[src/rtl/hqm_list_sel_mem_rf_pg_ctl.sv]
// Power-gating controller for the list-select register file: sequences RF power
// and isolation, then arbitrates two read requesters and one writer onto the RF ports.
module hqm_list_sel_mem_rf_pg_ctl #(
    parameter int PWRUP_CYC = 8,
    parameter int ISOL_CYC  = 2,
    parameter int IDLE_TO   = 64
) (
    input  logic        clk,
    input  logic        rst,
    input  logic        cfg_pg_en,
    input  logic        rd0_v,
    input  logic [4:0]  rd0_addr,
    output logic        rd0_rdy,
    input  logic        rd1_v,
    input  logic [4:0]  rd1_addr,
    output logic        rd1_rdy,
    input  logic        wr_v,
    input  logic [4:0]  wr_addr,
    input  logic [95:0] wr_data,
    output logic        wr_rdy,
    output logic        rdata_v,
    output logic        rdata_id,
    output logic [95:0] rdata,
    output logic        mem_we,
    output logic [4:0]  mem_waddr,
    output logic [95:0] mem_wdata,
    output logic        mem_re,
    output logic [4:0]  mem_raddr,
    input  logic [95:0] mem_rdata,
    output logic        pgcb_isol_en,
    output logic        pwr_enable_b_in,
    input  logic        pwr_enable_b_out,
    output logic [2:0]  pwr_state
);

    typedef enum logic [2:0] {
        ST_OFF   = 3'd0,
        ST_PWRUP = 3'd1,
        ST_ISOL  = 3'd2,
        ST_ON    = 3'd3,
        ST_PWRDN = 3'd4
    } pwr_state_t;

    localparam int          CNT_W      = 16;
    localparam logic [31:0] PWRUP_LAST = (PWRUP_CYC > 1) ? 32'(PWRUP_CYC - 1) : 32'd0;
    localparam logic [31:0] ISOL_LAST  = (ISOL_CYC > 1) ? 32'(ISOL_CYC - 1) : 32'd0;
    localparam logic [31:0] IDLE_LIM   = 32'(IDLE_TO);
    localparam logic        IDLE_EN    = (IDLE_TO != 0);

    pwr_state_t       state_q, state_d;
    logic [CNT_W-1:0] cnt_q, cnt_d;
    logic [6:0]       idle_q, idle_d;
    logic             rr_ptr_q, rr_ptr_d;
    logic             rdata_v_q, rdata_v_d;
    logic             rdata_id_q, rdata_id_d;

    logic             is_on;
    logic             any_req;
    logic             rd_cand_v;
    logic             rd_cand_id;
    logic [4:0]       rd_cand_addr;
    logic             rd_block;
    logic             rd_gnt;
    logic [CNT_W-1:0] cnt_inc;
    logic [31:0]      cnt_ext;
    logic [31:0]      idle_ext;

    assign is_on    = (state_q == ST_ON);
    assign any_req  = rd0_v | rd1_v | wr_v;
    assign cnt_inc  = (cnt_q == {CNT_W{1'b1}}) ? cnt_q : cnt_q + CNT_W'(1);
    assign cnt_ext  = {{(32-CNT_W){1'b0}}, cnt_q};
    assign idle_ext = {25'd0, idle_q};

    // Handshake: a requester holds v and its address until it sees rdy; the
    // transfer happens in the cycle where v & rdy, and rdy may depend on v.
    always_comb begin
        rd_cand_v  = rd0_v | rd1_v;
        rd_cand_id = 1'b0;
        if (rd0_v && rd1_v) begin
            rd_cand_id = rr_ptr_q;
        end else if (rd1_v) begin
            rd_cand_id = 1'b1;
        end
        rd_cand_addr = rd_cand_id ? rd1_addr : rd0_addr;
        // A same-address write wins; the other reader is not promoted in its place.
        rd_block = wr_v && (wr_addr == rd_cand_addr);
        rd_gnt   = is_on && rd_cand_v && !rd_block;
        rr_ptr_d = rr_ptr_q;
        if (rd_gnt && rd0_v && rd1_v) begin
            rr_ptr_d = ~rr_ptr_q;
        end
        rdata_v_d  = rd_gnt;
        rdata_id_d = rd_gnt ? rd_cand_id : rdata_id_q;
    end

    always_comb begin
        state_d         = state_q;
        cnt_d           = '0;
        idle_d          = '0;
        pgcb_isol_en    = 1'b1;
        pwr_enable_b_in = 1'b0;
        case (state_q)
            ST_OFF: begin
                pwr_enable_b_in = 1'b1;
                if (any_req || !cfg_pg_en) begin
                    state_d = ST_PWRUP;
                end
            end
            ST_PWRUP: begin
                if ((cnt_ext >= PWRUP_LAST) && !pwr_enable_b_out) begin
                    state_d = ST_ISOL;
                end else begin
                    cnt_d = cnt_inc;
                end
            end
            ST_ISOL: begin
                if (cnt_ext >= ISOL_LAST) begin
                    state_d = ST_ON;
                end else begin
                    cnt_d = cnt_inc;
                end
            end
            ST_ON: begin
                pgcb_isol_en = 1'b0;
                if (any_req) begin
                    idle_d = '0;
                end else begin
                    idle_d = (idle_q == 7'h7f) ? idle_q : idle_q + 7'd1;
                end
                // rdata_v_q doubles as "a read was issued last cycle".
                if (cfg_pg_en && IDLE_EN && (idle_ext >= IDLE_LIM) && !rdata_v_q) begin
                    state_d = ST_PWRDN;
                end
            end
            ST_PWRDN: begin
                state_d = ST_OFF;
            end
            default: begin
                state_d = ST_OFF;
            end
        endcase
    end

    always_ff @(posedge clk) begin
        if (rst) begin
            state_q    <= ST_OFF;
            cnt_q      <= '0;
            idle_q     <= '0;
            rr_ptr_q   <= 1'b0;
            rdata_v_q  <= 1'b0;
            rdata_id_q <= 1'b0;
        end else begin
            state_q    <= state_d;
            cnt_q      <= cnt_d;
            idle_q     <= idle_d;
            rr_ptr_q   <= rr_ptr_d;
            rdata_v_q  <= rdata_v_d;
            rdata_id_q <= rdata_id_d;
        end
    end

    assign rd0_rdy   = rd_gnt & ~rd_cand_id;
    assign rd1_rdy   = rd_gnt & rd_cand_id;
    assign wr_rdy    = is_on & wr_v;
    assign mem_we    = wr_rdy;
    assign mem_waddr = wr_addr;
    assign mem_wdata = wr_data;
    assign mem_re    = rd_gnt;
    assign mem_raddr = rd_cand_addr;
    assign rdata_v   = rdata_v_q;
    assign rdata_id  = rdata_id_q;
    assign rdata     = mem_rdata;
    assign pwr_state = state_q;

endmodule

[config.mk]
export PLATFORM = sky130hd
export DESIGN_NAME = hqm_list_sel_mem_rf_pg_ctl
export DESIGN_NICKNAME = d
export VERILOG_FILES = /design/src/rtl/hqm_list_sel_mem_rf_pg_ctl.sv
export SDC_FILE = /design/constraint.sdc
export NUM_CORES = 1
export LEC_CHECK = 0
export CAP_MARGIN = 20
export CORE_AREA = 3 3 165 167
export CTS_CLUSTER_DIAMETER = 30
export DETAILED_ROUTE_END_ITERATION = 6
export DIE_AREA = 0 0 168 170
export DONT_BUFFER_PORTS = 1
export GPL_TIMING_DRIVEN = 1
export PLACE_DENSITY = 0.3
export SLEW_MARGIN = 20
export SYNTH_ARGS = -nofsm -noshare
export SYNTH_HDL_FRONTEND = slang
export SYNTH_SLANG_ARGS = --single-unit
[constraint.sdc]
create_clock -name clk -period 5.2 [get_ports clk]
set_input_delay 0.52 -clock clk [delete_from_list [all_inputs] [get_ports clk]]
set_output_delay 0.52 -clock clk [all_outputs]
set_load 0.05 [all_outputs]
==> images/m1.png <==
The bar under the picture is 50 microns long. Cells faint in the background.
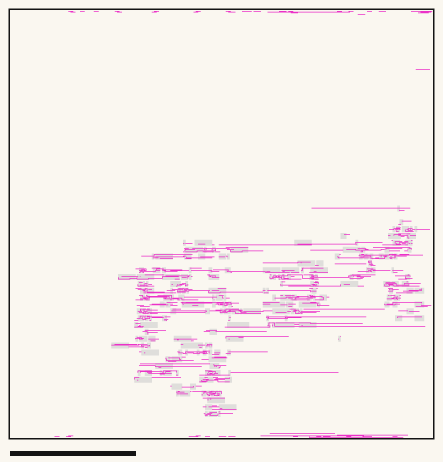
- nets with wire on the layer: 263
- share of all routed wire: 27%
- wire length on this layer: 2540 microns
WL final: 9.411 mm
via count: 1652

==> images/m2.png <==
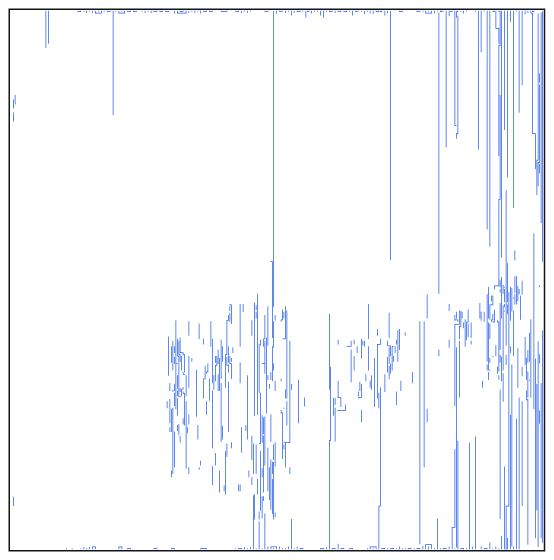
- wire length on this layer: 4640 microns
- nets with wire on the layer: 333
- share of all routed wire: 49%
- main direction: vertical

==> results.yml <==
# flow metrics
status:
  status: "finished clean"
global_routing:
  grt-ovfl-total: 0
  met3_usage: 0.05412
  grt-busiest-layer: "met2"
  grt_pass1_wl_mm: 12.58
die:
  die_w_microns: 168
  nWellTaps: 335
  die_height_microns: 170
  die-area_sq_um: 28560
detailed_routing:
  drc: 0
sta:
  rsz0062_at_grt: "no"
  worst_pin_slew_ns: 1.069
  totalNegativeSetupSlack_ns: 0
  slew_violations: 0
synth:
  xor_area_frac: 0.05038
  synthAdderAreaFrac: 0.01599
  ys_area_sq_um: 3129
  fp_nets: 617
  synth_cells: 399
  syn_avg_cell_area_sq_um: 7.843
final_layout:
  flops: 29
  lay_top_count: "nor2_1"
  n_antenna_cell: 0
  area_delta_synth_final_pct: -29.83
setup_path:
  end_kind: "output port"
  setup.worst_path.end: "rd0_rdy"
clock_network:
  cts_htree_levels: 2
  cts_buffer_depth: 2
run:
  tool_warnings: 28
power:
  finalPower_uw: 716.9
worst_hold_path:
  min_path_type: "primary input to flip-flop"
place:
  routabilityCongestion: 0.7499
==> images/m3.png <==
The bar under the picture is 50 microns long.
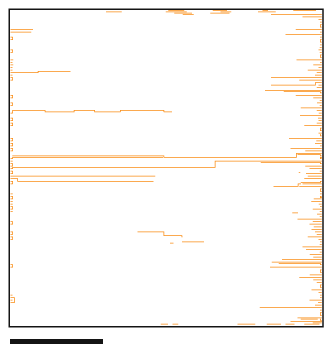
- nets with wire on the layer: 143
- main direction: horizontal

[metrics by stage]
step,utilization,worst slack (ns),hold slack [ns]
2_1_floorplan,-,2.062,0.4549
3_3_place_gp,0.07939,2.038,0.4803
3_5_place_dp,0.07939,1.958,0.4812
4_1_cts,0.08475,1.766,0.3067
5_1_grt,0.08475,1.641,0.3066
6_report,0.08475,1.784,0.3142
[worst max-delay path, stage by stage, from the launching register on]
cell and delay, ns:
dfxtp_1 0.35, nand2b_1 0.25, nand2_1 0.21, mux2_2 0.47, a2111oi_2 0.16, or2_2 0.36
a21oi_1 0.83
[flip-flops by register name, summed over array words and instances (netlist names)]
signal	flops
rr_ptr_q	1
rdata_v	1
cnt_q	16
pwr_state	3
idle_q	7
rdata_id	1
Power and IR drop assume default switching activity.
